$ cat src/rtl/bin2bcd_seq_wfs_pkg.sv
// Shared constants and state type for the sequential binary-to-BCD converter.
package bcd_pkg_wfs;

    localparam int unsigned BIN_W    = 14;
    localparam int unsigned N_DIGITS = 4;
    localparam int unsigned BCD_W    = 4 * N_DIGITS;
    localparam int unsigned SHR_W    = BCD_W + BIN_W;
    localparam int unsigned MAX_VAL  = (10 ** N_DIGITS) - 1;
    localparam int unsigned CNT_W    = $clog2(BIN_W + 1);

    // MAX_VAL at the width of the binary input, for the range comparison
    localparam logic [BIN_W-1:0] MAX_BIN = BIN_W'(MAX_VAL);

    typedef enum logic [1:0] {
        IDLE,
        SHIFT,
        DONE
    } state_t;

endpackage

$ cat src/rtl/bin2bcd_seq_wfs_if.sv
// Start/busy/done handshake and result bus of the binary-to-BCD converter.
interface bin2bcd_seq_wfs_if;
    import bcd_pkg_wfs::*;

    logic             start_wfs;
    logic [BIN_W-1:0] binary_wfs;
    logic             busy_wfs;
    logic             done_wfs;
    logic             range_err_wfs;
    logic [3:0]       thousands_wfs;
    logic [3:0]       hundreds_wfs;
    logic [3:0]       tens_wfs;
    logic [3:0]       ones_wfs;

    modport master (
        output start_wfs, binary_wfs,
        input  busy_wfs, done_wfs, range_err_wfs,
        input  thousands_wfs, hundreds_wfs, tens_wfs, ones_wfs
    );

    modport slave (
        input  start_wfs, binary_wfs,
        output busy_wfs, done_wfs, range_err_wfs,
        output thousands_wfs, hundreds_wfs, tens_wfs, ones_wfs
    );

endinterface

$ cat src/rtl/bin2bcd_seq_wfs_add3.sv
// Double-dabble nibble corrector: adds 3 to any BCD nibble of 5 or more.
module bcd_add3_wfs (
    input  logic [3:0] i_nib,
    output logic [3:0] o_nib
);

    // Correct before the shift so the doubled nibble carries into the next digit
    always_comb begin
        o_nib = i_nib;
        if (i_nib >= 4'd5) begin
            o_nib = i_nib + 4'd3;
        end
    end

endmodule

$ cat src/rtl/bin2bcd_seq_wfs.sv
// Sequential binary-to-BCD converter, one shift-add-3 step per clock.
module bin2bcd_seq_wfs
    import bcd_pkg_wfs::*;
(
    input  logic              clk_wfs,
    input  logic              rst_n_wfs,
    bin2bcd_seq_wfs_if.slave  bus
);

    state_t             r_state;
    logic [CNT_W-1:0]   r_cnt;
    logic [SHR_W-1:0]   r_shr;
    logic               r_rng;
    logic               r_busy;
    logic               r_done;
    logic               r_rng_out;
    logic [BCD_W-1:0]   r_digits;
    logic [BCD_W-1:0]   w_adj;

    // One corrector per BCD digit of the shifter
    for (genvar g = 0; g < N_DIGITS; g++) begin : g_add3
        bcd_add3_wfs u_add3 (
            .i_nib (r_shr[BIN_W + 4*g +: 4]),
            .o_nib (w_adj[4*g +: 4])
        );
    end

    // Control FSM, shifter and registered outputs
    always_ff @(posedge clk_wfs or negedge rst_n_wfs) begin
        if (!rst_n_wfs) begin
            r_state   <= IDLE;
            r_cnt     <= '0;
            r_shr     <= '0;
            r_rng     <= 1'b0;
            r_busy    <= 1'b0;
            r_done    <= 1'b0;
            r_rng_out <= 1'b0;
            r_digits  <= '0;
        end else begin
            r_done <= 1'b0;
            case (r_state)
                IDLE: begin
                    if (bus.start_wfs) begin
                        r_shr   <= {{BCD_W{1'b0}}, bus.binary_wfs};
                        r_cnt   <= '0;
                        r_rng   <= (bus.binary_wfs > MAX_BIN);
                        r_busy  <= 1'b1;
                        r_state <= SHIFT;
                    end
                end
                SHIFT: begin
                    // Top bit of the corrected field falls off the end (overflow discarded)
                    r_shr <= {w_adj, r_shr[BIN_W-1:0]} << 1;
                    r_cnt <= r_cnt + 1'b1;
                    if (r_cnt == CNT_W'(BIN_W - 1)) begin
                        r_state <= DONE;
                    end
                end
                DONE: begin
                    r_digits  <= r_rng ? '0 : r_shr[SHR_W-1 -: BCD_W];
                    r_rng_out <= r_rng;
                    r_done    <= 1'b1;
                    r_busy    <= 1'b0;
                    r_state   <= IDLE;
                end
                default: begin
                    r_busy  <= 1'b0;
                    r_state <= IDLE;
                end
            endcase
        end
    end

    assign bus.busy_wfs      = r_busy;
    assign bus.done_wfs      = r_done;
    assign bus.range_err_wfs = r_rng_out;
    assign bus.thousands_wfs = r_digits[15:12];
    assign bus.hundreds_wfs  = r_digits[11:8];
    assign bus.tens_wfs      = r_digits[7:4];
    assign bus.ones_wfs      = r_digits[3:0];

endmodule

$ cat src/flat_wrapper.sv
// flat-port wrapper written by rule: the top's interface ports become plain ports
module bin2bcd_seq_wfs_flat import bcd_pkg_wfs::*;
  (clk_wfs, rst_n_wfs, bus_start_wfs, bus_binary_wfs, bus_busy_wfs, bus_done_wfs, bus_range_err_wfs, bus_thousands_wfs, bus_hundreds_wfs, bus_tens_wfs, bus_ones_wfs);
  bin2bcd_seq_wfs_if bus_i ();
  input  logic clk_wfs;
  input  logic rst_n_wfs;
  input wire logic [$bits(bus_i.start_wfs)-1:0] bus_start_wfs;
  input wire logic [$bits(bus_i.binary_wfs)-1:0] bus_binary_wfs;
  output wire logic [$bits(bus_i.busy_wfs)-1:0] bus_busy_wfs;
  output wire logic [$bits(bus_i.done_wfs)-1:0] bus_done_wfs;
  output wire logic [$bits(bus_i.range_err_wfs)-1:0] bus_range_err_wfs;
  output wire logic [$bits(bus_i.thousands_wfs)-1:0] bus_thousands_wfs;
  output wire logic [$bits(bus_i.hundreds_wfs)-1:0] bus_hundreds_wfs;
  output wire logic [$bits(bus_i.tens_wfs)-1:0] bus_tens_wfs;
  output wire logic [$bits(bus_i.ones_wfs)-1:0] bus_ones_wfs;
  assign bus_i.start_wfs = bus_start_wfs;
  assign bus_i.binary_wfs = bus_binary_wfs;
  assign bus_busy_wfs = bus_i.busy_wfs;
  assign bus_done_wfs = bus_i.done_wfs;
  assign bus_range_err_wfs = bus_i.range_err_wfs;
  assign bus_thousands_wfs = bus_i.thousands_wfs;
  assign bus_hundreds_wfs = bus_i.hundreds_wfs;
  assign bus_tens_wfs = bus_i.tens_wfs;
  assign bus_ones_wfs = bus_i.ones_wfs;
  bin2bcd_seq_wfs u_core (.clk_wfs(clk_wfs), .rst_n_wfs(rst_n_wfs), .bus(bus_i));
endmodule
$ cat config.mk
export PLATFORM = sky130hd
export DESIGN_NAME = bin2bcd_seq_wfs_flat
export DESIGN_NICKNAME = d
export VERILOG_FILES = /design/src/rtl/bin2bcd_seq_wfs_pkg.sv /design/src/rtl/bin2bcd_seq_wfs_if.sv /design/src/rtl/bin2bcd_seq_wfs_add3.sv /design/src/rtl/bin2bcd_seq_wfs.sv /design/src/flat_wrapper.sv
export SDC_FILE = /design/constraint.sdc
export NUM_CORES = 1
export LEC_CHECK = 0
export CORE_ASPECT_RATIO = 1.1
export CORE_MARGIN = 2
export CORE_UTILIZATION = 30
export CTS_BUF_LIST = sky130_fd_sc_hd__clkbuf_4 sky130_fd_sc_hd__clkbuf_8 sky130_fd_sc_hd__clkbuf_16
export CTS_CLUSTER_DIAMETER = 30
export DETAILED_ROUTE_END_ITERATION = 8
export GPL_TIMING_DRIVEN = 0
export SLEW_MARGIN = 0
export SYNTH_ARGS = -nofsm -noshare
export SYNTH_HDL_FRONTEND = slang
export SYNTH_SLANG_ARGS = --single-unit
$ cat constraint.sdc
create_clock -name clk_wfs -period 1.49 [get_ports clk_wfs]
set_clock_uncertainty 0.05 [all_clocks]
set_input_delay 0.2235 -clock clk_wfs [delete_from_list [all_inputs] [get_ports clk_wfs]]
set_output_delay 0.2235 -clock clk_wfs [all_outputs]
set_load 0.05 [all_outputs]
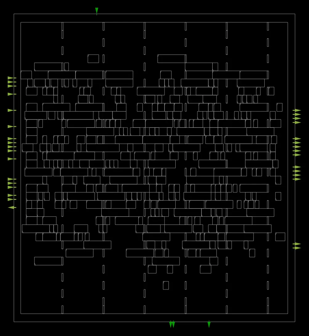
run_1/placed.png
sequential share of cell area: 41.49%
core box area: 8783 um^2

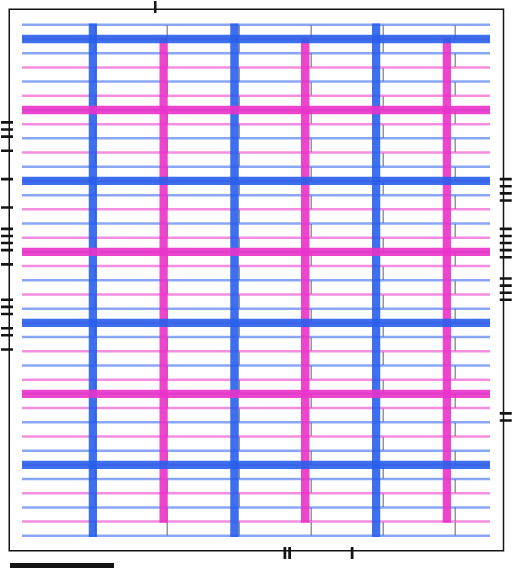
run_1/floorplan.png
Scale bar: 20 um. Pins as bars on the die edge. Tap cells in grey.
VDD -> magenta
VSS -> blue
met5 straps = 7
tap cells = 114

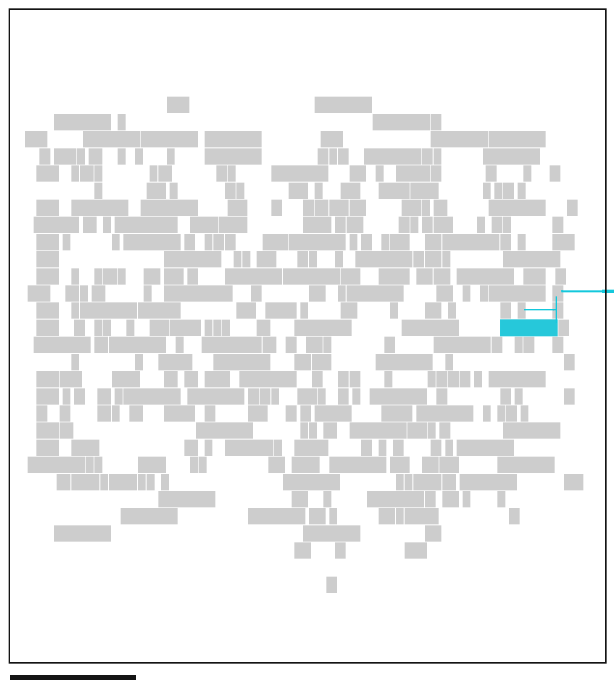
run_1/port_trees.png
Scale bar: 20 um.
bus_range_err_wfs -> cyan  # direction output, end cells 1, buffers 1, wire 15.7 um

==> flow_summary.json, run 1 <==
{
  "synthToLayoutAreaGrowth_pct": 25.27,
  "wire_per_inst_um": 13.35,
  "critPathKind": "reg2out",
  "io_pins": 36,
  "tool_warnings": 31,
  "wl_mm": 5.969,
  "tightest_slew_ns": 0.8295,
  "whs_endpoint": "u_core.r_shr[2]$_DFFE_PN0P_",
  "cp-end-kind": "output port",
  "cp_top_family": "buffers and inverters",
  "final_max_slew_viol_count": 0,
  "fmax_mhz": 688.6,
  "maxCapViolCount": 0,
  "ys_ff": 56,
  "routabilityCongestion": 0.7726,
  "reg2reg_from": "u_core.r_shr[19]$_DFFE_PN0P_",
  "nets": 359,
  "ys_seq_share_pct": 51.92,
  "clkTransAtPathRegs_ns": 0.11,
  "antenna_found_initial": 0,
  "drc_errors": 0,
  "grt_pass1_wl_mm": 10.12,
  "required_ns": 1.22,
  "clkPwrFrac_pct": 15.4,
  "htree_levels": 2,
  "status": "complete, no violations",
  "drive_above_1_share_pct": 24.32,
  "top_cell": "nand2_1",
  "ant_nets": 0,
  "cp.depth": 1,
  "slowest_delay_ns": 0.50,
  "drtPass1Iterations": 4,
  "switching_share_pct": 42.80,
  "cp_max_fo": 2,
  "dp_hpwl_mm": 4.198,
  "slowest_stage": "clkdlybuf4s15_1",
  "internal_power_mw": 3.966,
  "syn-num-nets": 306,
  "area_leaders": "dfrtp_1 52%, nand2_1 9.2%, ha_1 4.6%",
  "grt_start_max_net_pins": 35,
  "cellLeakagePower_nw": 1.514,
  "hold_violations": 0,
  "diodes": 0,
  "grt_overflow": 0,
  "port_buffers": 35,
  "yosysWarnings": 0,
  "r2r_cells": 6,
  "setup_viol": 0,
  "grtUsageTotal_pct": 13.16,
  "pwr-share-comb_pct": 46.7,
  "netlist_area_um2": 2699,
  "synth_area_leader_cell": "dfrtp_1",
  "yosys_area_um2": 2699,
  "floorplan.core_util_pct": 30.73,
  "die_h_um": 103.5,
  "cts_tree": "built",
  "synth_stat.cells": 279,
  "top_cells_by_count": "66 x nand2_1, 56 x dfrtp_1, 25 x o21ai_0",
  "whs_ns": 0.4208,
  "worstPathCellList": "clkdlybuf4s15_1",
  "cts_buffer_depth": 2,
  "crit_arrival_ns": 1.18,
  "start_kind": "flip-flop",
  "post-route-min-period_ns": 1.452,
  "rows": 36,
  "maxSlewHeadroom_pct": 44.70,
  "async_flop_share_pct": 100.0,
  "dieArea_um2": 9772,
  "irDropWorstVdd_uv": 757.0,
  "dieWidth_um": 94.44,
  "ff_type": "dfrtp_1",
  "power_frac_seq_pct": 37.9,
  "avgSynthCellArea_um2": 9.673,
  "p_per_area_nw_per_um2": 2051,
  "whs_path_depth": 3,
  "hold_start": "bus_binary_wfs[2]",
  "hp-class": "in2reg",
  "use_met2_pct": 22.75,
  "yosysUniqueCellTypes": 34,
  "edf_count": 0,
  "synth_top_area_share_pct": 51.92,
  "busiest_layer": "met2",
  "cts_buffers": 5,
  "drt-vias-per-instance": 4.774,
  "grt_pass1_vias": 2136,
  "route.vias.total": 2134,
  "period_used_pct": 97.47,
  "cts-root-buf": "clkbuf_8",
  "clkSinkCount": 56,
  "drtIter0Drc": 104,
  "power_mw": 6.933,
  "path_buffers": 1,
  "grt_use_met1_pct": 17.04,
  "clock_latency_ns": 0.31,
  "r2r-end": "u_core.r_shr[19]$_DFFE_PN0P_",
  "postSynthCellCount": 279,
  "grt.met3_usage_pct": 2.681,
  "switchingPower_mw": 2.968,
  "rrSetupSlack_ns": 0.10
}
[run 1: state kept, by name (all words and copies together) (netlist names)]
| signal | flops |
|---|---|
| u_core.r_shr | 30 |
| u_core.bus.done_wfs | 1 |
| u_core.r_state | 2 |
| u_core.bus.busy_wfs | 1 |
| u_core.r_digits | 16 |
| u_core.bus.range_err_wfs | 1 |
| u_core.r_cnt | 4 |
| u_core.r_rng | 1 |
[run 1: routing by layer]
| metal | up-vias | share of wire (%) |
|---|---|---|
| met4 | 0 | 0.94 |
| met1 | 1037 | 47 |
| met2 | 44 | 48 |
| met3 | 6 | 4.0 |
| li1 | 1047 | - |
| met5 | - | 0 |
[run 1: how the worst max path moves through the flow]
stage	slack, ns	from	endpoint
detailed placement	-0.29	bus_start_wfs	u_core.r_shr[22]$_DFFE_PN0P_
global route	-0.02	u_core.r_shr[27]$_DFFE_PN0P_	u_core.r_shr[27]$_DFFE_PN0P_
CTS	0.0008	u_core.r_digits[11]$_DFFE_PN0P_	bus_hundreds_wfs[3]
floorplan	0.14	u_core.r_shr[14]$_DFFE_PN0P_	u_core.r_shr[15]$_DFFE_PN0P_
global placement	-1.65	rst_n_wfs	u_core.bus.done_wfs$_DFF_PN0_
finish	0.04	u_core.r_digits[12]$_DFFE_PN0P_	bus_thousands_wfs[0]
[run 1: timing repair]
action                                  4_1_cts  5_1_grt
endpoints found under the setup margin       31       28
resized                                      32       39
pin swaps                                     1        6
hold endpoints to repair                     33        0
setup buffers                                 1        8
hold buffers                                  1        0
[run 1: power by group through the flow]
stage	combinational (mW)	sequential [mW]	clock [mW]
2_1_floorplan	1.75	3.06	0
3_3_place_gp	3.03	2.61	0
3_5_place_dp	3.12	2.63	0
6_report	3.24	2.62	1.07
5_1_grt	3.65	2.72	1.15
4_1_cts	3.09	2.61	1.09
[run 1: final cells by class]
class,count,area (um^2)
fill,919,5403
tap,114,142.6
inverter,12,45.04
buffer,15,117.6
sequential,56,1403
clock buffer,6,82.58
multi-input combinational,196,1177
timing repair buffer,46,374.1
clock inverter,2,38.79
[run 1: cell families (layout without fill, tap and decap cells)]
group           count (synthesis)  count (layout)  synth area share, %
compound gates                 61              61                15.86
xor+xnor                        8               8                2.596
buf+inv                        27              81                6.026
flops                          56              56                51.92
fa+ha+maj                      10              10                4.636
simple gates                  117             117                18.96
[run 1: through the flow]
stage                     instance area (um^2)  TNS [ns]  utilization, %  cells  worst slack (ns)
after floorplan                           2699         0               -    279            0.1357
after global placement                    3192    -95.16           36.34    428            -1.645
after detailed placement                  3214    -3.426           36.60    429           -0.2946
after CTS                                 3356         0           38.21    439         0.0008387
after global routing                      3381  -0.03289           38.49    447          -0.01906
final                                     3381         0           38.49    447           0.03775
[run 1: placed cells by master (no fill, tap or decap), types with 10 or more instances in the layout]
cell type and n:
buf_2 10, buf_4 11, clkbuf_2 15, clkdlybuf4s50_1 15, dfrtp_1 55, nand2_1 66, nand3_1 12, nor2_1 18
o21ai_0 24, o31ai_1 10
==> run 2, diff against run 1 <==
--- a/config.mk
+++ b/config.mk
@@ -5,6 +5,8 @@
 export SDC_FILE = /design/constraint.sdc
 export NUM_CORES = 1
 export LEC_CHECK = 0
+export CELL_PAD_IN_SITES_DETAIL_PLACEMENT = 1
+export CELL_PAD_IN_SITES_GLOBAL_PLACEMENT = 2
 export CORE_ASPECT_RATIO = 1.1
 export CORE_MARGIN = 2
 export CORE_UTILIZATION = 30
@@ -12,6 +14,7 @@
 export CTS_CLUSTER_DIAMETER = 30
 export DETAILED_ROUTE_END_ITERATION = 8
 export GPL_TIMING_DRIVEN = 0
+export PLACE_DENSITY_LB_ADDON = 0.1
 export SLEW_MARGIN = 0
 export SYNTH_ARGS = -nofsm -noshare
 export SYNTH_HDL_FRONTEND = slang
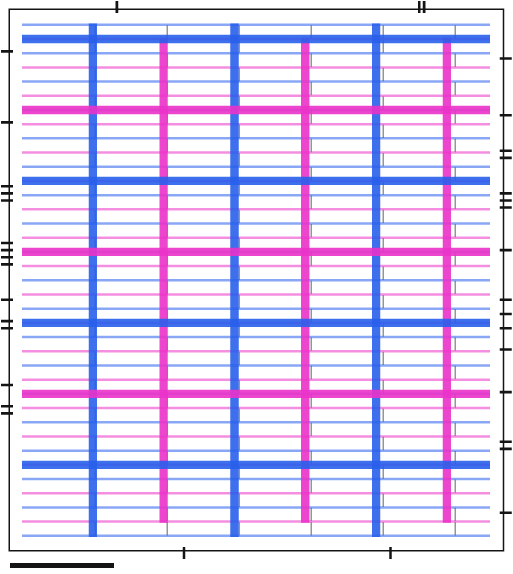
run_2/floorplan.png
Scale bar: 20 um. Pins as bars on the die edge. Tap cells in grey.
VSS -> blue
VDD -> magenta
signal pins = 36
met5 straps = 7
rows = 36
tap cells = 114

==> flow_summary.json, run 2 <==
{
  "flop_area_um2": 1404,
  "floorplan.core_util_pct": 30.73,
  "top_regs": "u_core.r_shr (30), u_core.r_digits (16), u_core.r_cnt (4)",
  "grt_overflow": 0,
  "pre_cts_slack_ns": -0.2837,
  "async_flop_share_pct": 100.0,
  "hp-class": "in2reg",
  "cellLeakagePower_nw": 1.504,
  "irDropWorstVdd_uv": 586.6,
  "core-area_um2": 8783,
  "power_frac_seq_pct": 38.8,
  "clock_latency_ns": 0.31,
  "top_cells_by_count": "66 x nand2_1, 56 x dfrtp_1, 25 x o21ai_0",
  "whs_ns": 0.4081,
  "lay_top_count": "nand2_1",
  "status": "complete, no violations",
  "ff_type": "dfrtp_1",
  "synth_area_leader_cell": "dfrtp_1",
  "drc_errors": 0,
  "setup_viol": 0,
  "tool_warnings": 31,
  "route.vias.total": 2096,
  "rows": 36,
  "synth_stat.cells": 279,
  "period_used_pct": 97.26,
  "nets": 357,
  "critPathKind": "reg2out",
  "yosysWarnings": 0,
  "largest_register_ff_count": 30,
  "die_h_um": 103.5,
  "routabilityCongestion": 0.7555,
  "final_cell_mix": "66 x nand2_1, 54 x dfrtp_1, 25 x o21ai_0",
  "wire_per_inst_um": 15.00,
  "internal_power_mw": 3.808,
  "post-route-min-period_ns": 1.449,
  "cts-root-buf": "clkbuf_8",
  "drtIter0Drc": 39,
  "crit_arrival_ns": 1.18,
  "wl_mm": 6.673,
  "dpl_cell_area_um2": 3207,
  "synth_top_area_share_pct": 51.92,
  "required_ns": 1.22,
  "regMostFlops": "u_core.r_shr",
  "cp-end-kind": "output port",
  "dp_hpwl_mm": 4.833,
  "cts_buffers": 5,
  "ant_nets": 0,
  "start_kind": "flip-flop",
  "grt_pass1_wl_mm": 11.59,
  "avgSynthCellArea_um2": 9.673,
  "yosysUniqueCellTypes": 34,
  "slowest_delay_ns": 0.50,
  "top_cell": "nand2_1",
  "fillers": 1018,
  "fmax_mhz": 690.1,
  "setup_tns_ns": 0,
  "slowest_stage": "clkdlybuf4s15_1",
  "dieArea_um2": 9772,
  "drive_above_1_share_pct": 24.77,
  "cts_buffer_depth": 2,
  "grt_start_max_net_pins": 31,
  "clkSinkCount": 56,
  "dieWidth_um": 94.44,
  "edf_count": 0,
  "hold_violations": 0,
  "tightest_slew_ns": 0.7186,
  "worst_slack_ns": 0.04086,
  "final_max_slew_viol_count": 0,
  "switching_share_pct": 44.10,
  "drt-vias-per-instance": 4.710,
  "grtUsageTotal_pct": 15.40,
  "clkTransAtPathRegs_ns": 0.10,
  "syn-num-nets": 306,
  "ys_ff": 56,
  "drtPass1Iterations": 4,
  "netlist_area_um2": 2699,
  "clkPwrFrac_pct": 13.0,
  "cp_max_fo": 2,
  "ys_seq_share_pct": 51.92,
  "synthToLayoutAreaGrowth_pct": 25.27,
  "antenna_found_initial": 0,
  "comb_area_um2": 1212,
  "path_buffers": 1,
  "cp_top_family": "buffers and inverters",
  "yosys_area_um2": 2699,
  "postSynthCellCount": 279,
  "pwr-share-comb_pct": 48.2,
  "maxSlewHeadroom_pct": 52.09,
  "area_leaders": "dfrtp_1 52%, nand2_1 9.2%, ha_1 4.6%",
  "grt_pass1_vias": 2230
}
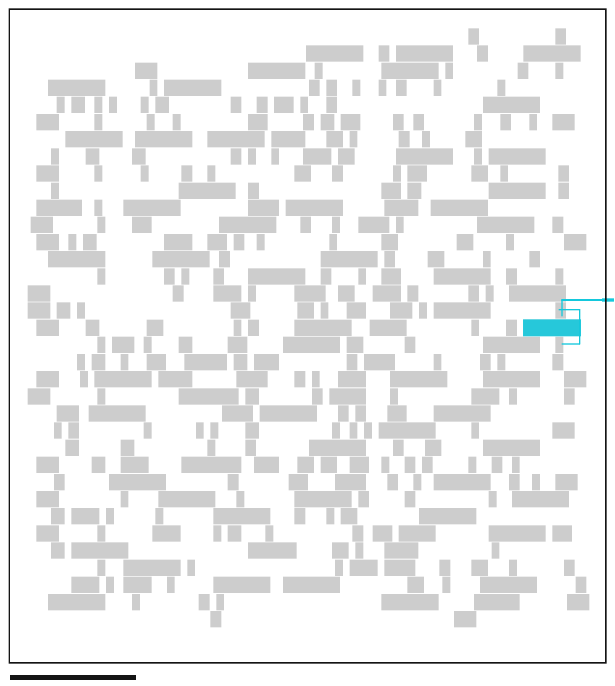
run_2/port_trees.png
Scale bar: 20 um.
Port Buffers: 35
Ports: 36

==> run 2: cell types whose count changed in the layout (fill, tap and decap cells not counted), moves of 2 or more <==
| cell | delta |
|---|---|
| buf_4 | -2 |
| clkbuf_2 | -3 |
| clkdlybuf4s15_1 | +3 |
| clkinv_2 | +2 |
| nand2b_1 | -2 |
| nand2b_4 | +2 |
==> run 2: per-stage QoR <==
stage / utilization (%) / power [mW] / cells
3_5_place_dp: 36.51 / 5.799 / 429
4_1_cts: 37.75 / 6.678 / 438
6_report: 38.49 / 6.812 / 445
3_3_place_gp: 36.34 / 5.730 / 428
5_1_grt: 38.49 / 7.468 / 445
2_1_floorplan: - / 4.810 / 279
==> run 2: what timing repair did <==
item | in CTS | in global routing
resized | 30 | 44
setup endpoints to repair | 32 | 46
pin swaps | 2 | 7
buffers inserted | 0 | 7
hold buffers | 1 | 0
hold endpoints to repair | 29 | 0
==> run 2: worst paths after layout <==
kind	from	to	slack, ns	depth (start not counted)
worst max-delay path	u_core.r_digits[0]$_DFFE_PN0P_	bus_ones_wfs[0]	0.04	1
worst min-delay path	bus_binary_wfs[2]	u_core.r_shr[2]$_DFFE_PN0P_	0.41	3
worst max register to register	u_core.r_shr[23]$_DFFE_PN0P_	u_core.r_shr[23]$_DFFE_PN0P_	0.09	6
worst min register to register	u_core.r_digits[14]$_DFFE_PN0P_	u_core.r_digits[14]$_DFFE_PN0P_	0.44	2
max in group asynchronous	rst_n_wfs	u_core.r_state[1]$_DFFE_PN0P_	0.34	3
min in group asynchronous	rst_n_wfs	u_core.r_digits[1]$_DFFE_PN0P_	0.43	2
==> run 2: cell type report <==
| cell class | count | share of cell area (%) |
|---|---|---|
| sequential | 56 | 41.52 |
| multi-input combinational | 196 | 35.86 |
| timing repair buffer | 44 | 10.84 |
| tap | 114 | 4.219 |
| buffer | 15 | 3.479 |
| clock buffer | 6 | 2.443 |
| inverter | 12 | 1.332 |
| clock inverter | 2 | 0.2961 |
==> run 2: cells by family after synthesis <==
group	Yosys count	synth area share, %
fa+ha+maj	10	4.636
buf+inv	27	6.026
simple gates	117	18.96
flops	56	51.92
xor+xnor	8	2.596
compound gates	61	15.86
==> run 2: per-layer routing <==
layer	vias up	global-route usage [%]	routed length (um)
li1	1050	-	-
met1	1001	20.23	3111
met2	38	26.87	3275
met3	7	2.391	213
met4	0	3.679	72
met5	-	0	0
==> run 2: power by group through the flow <==
stage | clock network [mW] | registers [mW] | logic [mW]
floorplan | 0 | 3.06 | 1.75
global placement | 0 | 2.62 | 3.11
detailed placement | 0 | 2.64 | 3.16
CTS | 0.935 | 2.63 | 3.12
global route | 1.00 | 2.76 | 3.70
finish | 0.886 | 2.64 | 3.28
No activity file was given, so power comes from the tool's default toggle rates.
